===== src/rtl/instr_prefetch_queue_pkg.sv =====
// instr_prefetch_queue_pkg: shared FSM encoding and PC constants for the instruction prefetch queue
package instr_prefetch_queue_pkg;
    typedef enum logic [1:0] {S_BOOT, S_RUN, S_FLUSH} state_e;
    localparam logic [31:0] PC_INC       = 32'd4;
    localparam logic [31:0] DEF_RESET_PC = 32'h0000_0000;
endpackage


===== src/rtl/instr_prefetch_queue_fifo.sv =====
// instr_prefetch_queue_fifo: DEPTH-entry synchronous FIFO holding {pc, instr} pairs, with single-cycle clear
module instr_prefetch_queue_fifo #(
    parameter int DEPTH = 4,
    parameter int W     = 64
) (
    input  logic                     i_clk,
    input  logic                     i_rst_n,
    input  logic                     i_push,
    input  logic                     i_pop,
    input  logic                     i_clear,
    input  logic [W-1:0]             i_din,
    output logic [W-1:0]             o_head,
    output logic [$clog2(DEPTH):0]   o_count
);
    localparam int AW = $clog2(DEPTH);
    logic [W-1:0]  r_mem [DEPTH];
    logic [AW-1:0] r_wr, r_rd;
    logic [AW:0]   r_count;
    always_ff @(posedge i_clk or negedge i_rst_n) begin
        if (!i_rst_n) begin
            r_wr    <= '0;
            r_rd    <= '0;
            r_count <= '0;
        end else if (i_clear) begin
            r_wr    <= '0;
            r_rd    <= '0;
            r_count <= '0;
        end else begin
            r_wr    <= i_push ? r_wr + AW'(1) : r_wr;
            r_rd    <= i_pop ? r_rd + AW'(1) : r_rd;
            r_count <= r_count + (AW+1)'(i_push) - (AW+1)'(i_pop);
        end
    end
    // storage needs no reset: the head is only observed while count is non-zero
    always_ff @(posedge i_clk) begin
        if (i_push) r_mem[r_wr] <= i_din;
    end
    assign o_head  = r_mem[r_rd];
    assign o_count = r_count;
    a_no_overflow: assert property (@(posedge i_clk) disable iff (!i_rst_n) i_push |-> r_count != (AW+1)'(DEPTH));
endmodule


===== src/rtl/instr_prefetch_queue.sv =====
// instr_prefetch_queue: credit-limited sequential fetch ahead of IF with redirect flush.
// Define IPQ_PERF_CNT_EN to build the saturating redirect/starve performance counters.
module instr_prefetch_queue
    import instr_prefetch_queue_pkg::*;
#(
    parameter int          DEPTH    = 4,
    parameter logic [31:0] RESET_PC = DEF_RESET_PC
) (
    input  logic        i_clk,
    input  logic        i_rst_n,
    output logic        o_imem_req,
    output logic [31:0] o_imem_addr,
    input  logic        i_imem_gnt,
    input  logic        i_imem_rvalid,
    input  logic [31:0] i_imem_rdata,
    output logic        o_pf_valid,
    output logic [31:0] o_pf_instr,
    output logic [31:0] o_pf_pc_plus_4,
    input  logic        i_pf_ready,
    input  logic        i_redirect,
    input  logic [31:0] i_redirect_pc,
    output logic [15:0] o_perf_redirects,
    output logic [15:0] o_perf_starve
);
    localparam int AW = $clog2(DEPTH);
    state_e      r_state, w_state_next;
    logic [31:0] r_fetch_pc, r_resp_pc;
    logic [AW:0] r_inflight, w_inflight_next, w_count;
    logic [63:0] w_head;
    logic        w_issue, w_rv, w_push, w_pop;
    // queued plus outstanding words never exceed DEPTH, so every response has a slot
    assign o_imem_req      = r_state == S_RUN && !i_redirect &&
                             (AW+2)'(w_count) + (AW+2)'(r_inflight) < (AW+2)'(DEPTH);
    assign o_imem_addr     = r_fetch_pc;
    assign w_issue         = o_imem_req && i_imem_gnt;
    assign w_rv            = i_imem_rvalid && r_inflight != '0;
    assign w_inflight_next = r_inflight + (AW+1)'(w_issue) - (AW+1)'(w_rv);
    assign w_push          = w_rv && r_state != S_FLUSH && !i_redirect;
    assign w_pop           = o_pf_valid && i_pf_ready && !i_redirect;
    assign o_pf_valid      = w_count != '0;
    assign o_pf_instr      = o_pf_valid ? w_head[31:0] : '0;
    assign o_pf_pc_plus_4  = (o_pf_valid ? w_head[63:32] : r_resp_pc) + PC_INC;
    instr_prefetch_queue_fifo #(.DEPTH(DEPTH), .W(64)) u_fifo (
        .i_clk   (i_clk),
        .i_rst_n (i_rst_n),
        .i_push  (w_push),
        .i_pop   (w_pop),
        .i_clear (i_redirect),
        .i_din   ({r_resp_pc, i_imem_rdata}),
        .o_head  (w_head),
        .o_count (w_count)
    );
    always_comb begin
        w_state_next = r_state;
        w_state_next = r_state == S_BOOT ? S_RUN :
                       (r_state == S_FLUSH || i_redirect) && w_inflight_next != '0 ? S_FLUSH : S_RUN;
    end
    always_ff @(posedge i_clk or negedge i_rst_n) begin
        if (!i_rst_n) r_state <= S_BOOT;
        else          r_state <= w_state_next;
    end
    always_ff @(posedge i_clk or negedge i_rst_n) begin
        if (!i_rst_n) begin
            r_fetch_pc <= RESET_PC;
            r_resp_pc  <= RESET_PC;
            r_inflight <= '0;
        end else begin
            r_inflight <= w_inflight_next;
            r_fetch_pc <= i_redirect ? i_redirect_pc : w_issue ? r_fetch_pc + PC_INC : r_fetch_pc;
            r_resp_pc  <= i_redirect ? i_redirect_pc : w_push ? r_resp_pc + PC_INC : r_resp_pc;
        end
    end
`ifdef IPQ_PERF_CNT_EN
    logic [15:0] r_perf_redirects, r_perf_starve;
    always_ff @(posedge i_clk or negedge i_rst_n) begin
        if (!i_rst_n) begin
            r_perf_redirects <= '0;
            r_perf_starve    <= '0;
        end else begin
            if (i_redirect && r_perf_redirects != 16'hFFFF) r_perf_redirects <= r_perf_redirects + 16'd1;
            if (i_pf_ready && !o_pf_valid && r_perf_starve != 16'hFFFF) r_perf_starve <= r_perf_starve + 16'd1;
        end
    end
    assign o_perf_redirects = r_perf_redirects;
    assign o_perf_starve    = r_perf_starve;
`else
    assign o_perf_redirects = 16'd0;
    assign o_perf_starve    = 16'd0;
`endif
    a_rvalid_credit: assert property (@(posedge i_clk) disable iff (!i_rst_n) i_imem_rvalid |-> r_inflight != '0);
endmodule


===== config.mk =====
export PLATFORM = sky130hd
export DESIGN_NAME = instr_prefetch_queue
export DESIGN_NICKNAME = d
export VERILOG_FILES = /design/src/rtl/instr_prefetch_queue_pkg.sv /design/src/rtl/instr_prefetch_queue_fifo.sv /design/src/rtl/instr_prefetch_queue.sv
export SDC_FILE = /design/constraint.sdc
export NUM_CORES = 1
export LEC_CHECK = 0
export CORE_ASPECT_RATIO = 0.6
export CORE_MARGIN = 3
export CORE_UTILIZATION = 50
export DETAILED_ROUTE_END_ITERATION = 10
export PLACE_DENSITY = 0.76
export SLEW_MARGIN = 30
export SYNTH_ARGS = -nofsm -noshare
export SYNTH_HDL_FRONTEND = slang
export SYNTH_SLANG_ARGS = --single-unit

===== constraint.sdc =====
create_clock -name i_clk -period 3.8 [get_ports i_clk]
set_input_delay 0.76 -clock i_clk [delete_from_list [all_inputs] [get_ports i_clk]]
set_output_delay 0.76 -clock i_clk [all_outputs]
set_load 0.05 [all_outputs]

cell_classes.png
Fill, decap, tap and diode cells in grey.
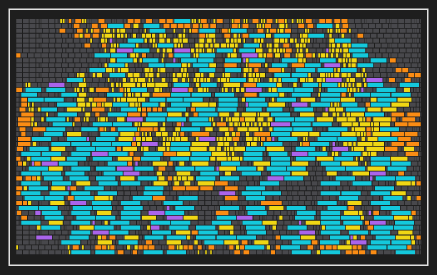
all other logic -> yellow  # cells 657, share of their area 30%
clock drivers and dummy loads -> purple  # cells 56, share of their area 4.9%
flip-flops -> cyan  # cells 332, share of their area 52%
other buffers and delay cells -> orange  # cells 221, share of their area 13%

final_placement.png
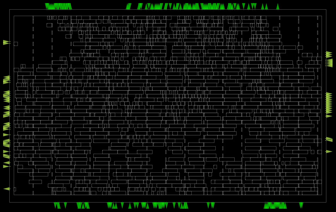
registers: 332
Row Count: 48
Layout fillers: 2,065
Seq area share: 50.3%

port_nets.png
Scale bar: 50 um.
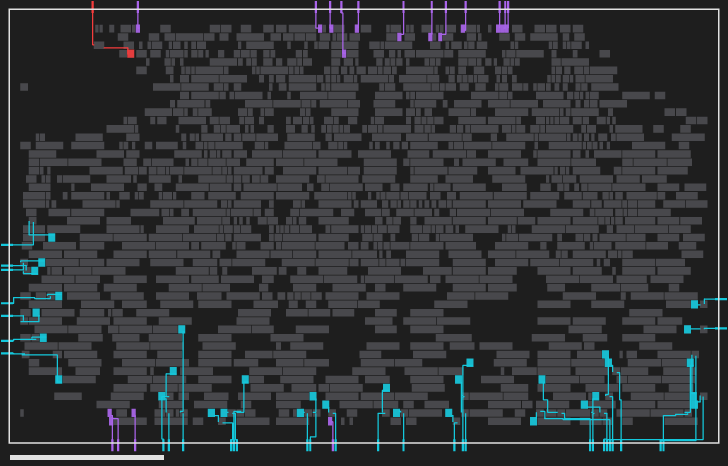
`o_pf_instr` -> cyan  # bits 32, direction output, end cells 32, buffers 32, wire 685 um
`i_imem_gnt` -> red  # bits 1, direction input, end cells 1, buffers 1, wire 21.4 um
`o_perf_redirects` -> purple  # bits 16, direction output, end cells 16, buffers 0, wire 123 um
I/O Buffers: 167
Boundary Pins: 200

==> run_results.csv <==
group,metric,value,unit
floorplan,taps,400,
run_status,outcome,"finished with violations",
clocking,post_cts_buffers,12,
detailed_routing,ant_nets,0,
final_layout,fin_area,19100,um2
pwr,power.leakage,6.82,nW
final_layout,antenna_cells,0,
worst_setup_path,end_kind,"output pin",
pwr,combinationalPowerShare,49.4,%
grt,grt.met3_usage,4.79,%
final_timing,finalHoldViolations,0,
final_layout,logic_gates,633,
grt,globalRoute.totalOverflow,0,
synth,top_cell,"edfxtp_1",
synth,synth_stat.cells,1041,
floorplan,die_area,32400,um2
final_layout,final_core_util,65.2,%
final_layout,bufAreaShareNonClock,13.1,%
floorplan,die_w,230,um
final_timing,worst_pin_slew,0.755,ns
grt,grt_use_met1,31.6,%
worst_setup_path,r2r_slack,0.64,ns
run_status,violations,"setup timing",
final_timing,hold_ws,0.0845,ns
pwr,p_switching,5.77,mW
worst_setup_path,worst-path-max-fanout,6,
detailed_routing,dr.first_iter.drc_count,1014,
placed_design,place_area,17600,um2
pwr,power_leader,"combinational cells",
job,cap_viol_max_count,0,
grt,grt_max_degree,74,
synth,top_cell_area_share,50.8,%
clocking,htreeDepth,1,
final_timing,max_freq,0.253,GHz
synth,topCellsByArea,"edfxtp_1 51%, dfrtp_1 13%, mux4_2 6.0%, mux4_1 4.2%, nand2_1 2.3%",
grt,grt.total_usage,21.4,%
pwr,power_density,772,nW/um2
clocking,cts_resized,33,
placed_design,place_ws,0.249,ns
pwr,powerComb,7.26,mW
worst_setup_path,path_buffers,2,
synth,postSynth.asyncResetShare,22.9,%
clocking,clock_sinks,332,
pwr,switching_share,39.2,%
worst_setup_path,crit_cells,11,
final_layout,nonClockBufferCount,221,
worst_setup_path,reg2regPathDepth,13,
final_layout,clkCellAreaFrac,4.81,%
worst_setup_path,worst_r2r_endpoint,"r_state[0]",
synth,edf_count,256,
synth,ys_sh_mux,11.7,%
clocking,clockBufferDepth,3,
final_layout,fin_cells,1666,
synth,synth_area,15100,um2
synth,ys_seq_share,63.4,%
final_timing,maxSlewHeadroom,49.3,%
pwr,power_clock,2.84,mW
final_layout,inv_count,24,
synth,ys_ff,332,
final_timing,finalSetupViolCount,12,
clocking,insertion_delay,0.56,ns
final_timing,finalWorstSetupSlack,-0.155,ns
final_layout,nClkBuffers,44,
detailed_routing,via_per_inst,5.75,
final_timing,skew,0.0103,ns
synth,syn_inst,1041,
detailed_routing,wl_per_cell,21.2,um
detailed_routing,met3RoutedLength,2910,um
pwr,p_int,8.95,mW
worst_setup_path,start_kind,"register",
detailed_routing,top_layer_used,"met4",
grt,grt-busiest-layer,"met2",
worst_setup_path,crit_chain,"mux4_2 -> nand2_2 -> and2_4 -> inv_2 -> ha_4 -> and3_4 -> a41o_4 -> and4_4 -> and2b_2 -> xnor2_4 -> buf_12",
detailed_routing,dr_wl_met2,16700,um
Power and IR drop assume default switching activity.
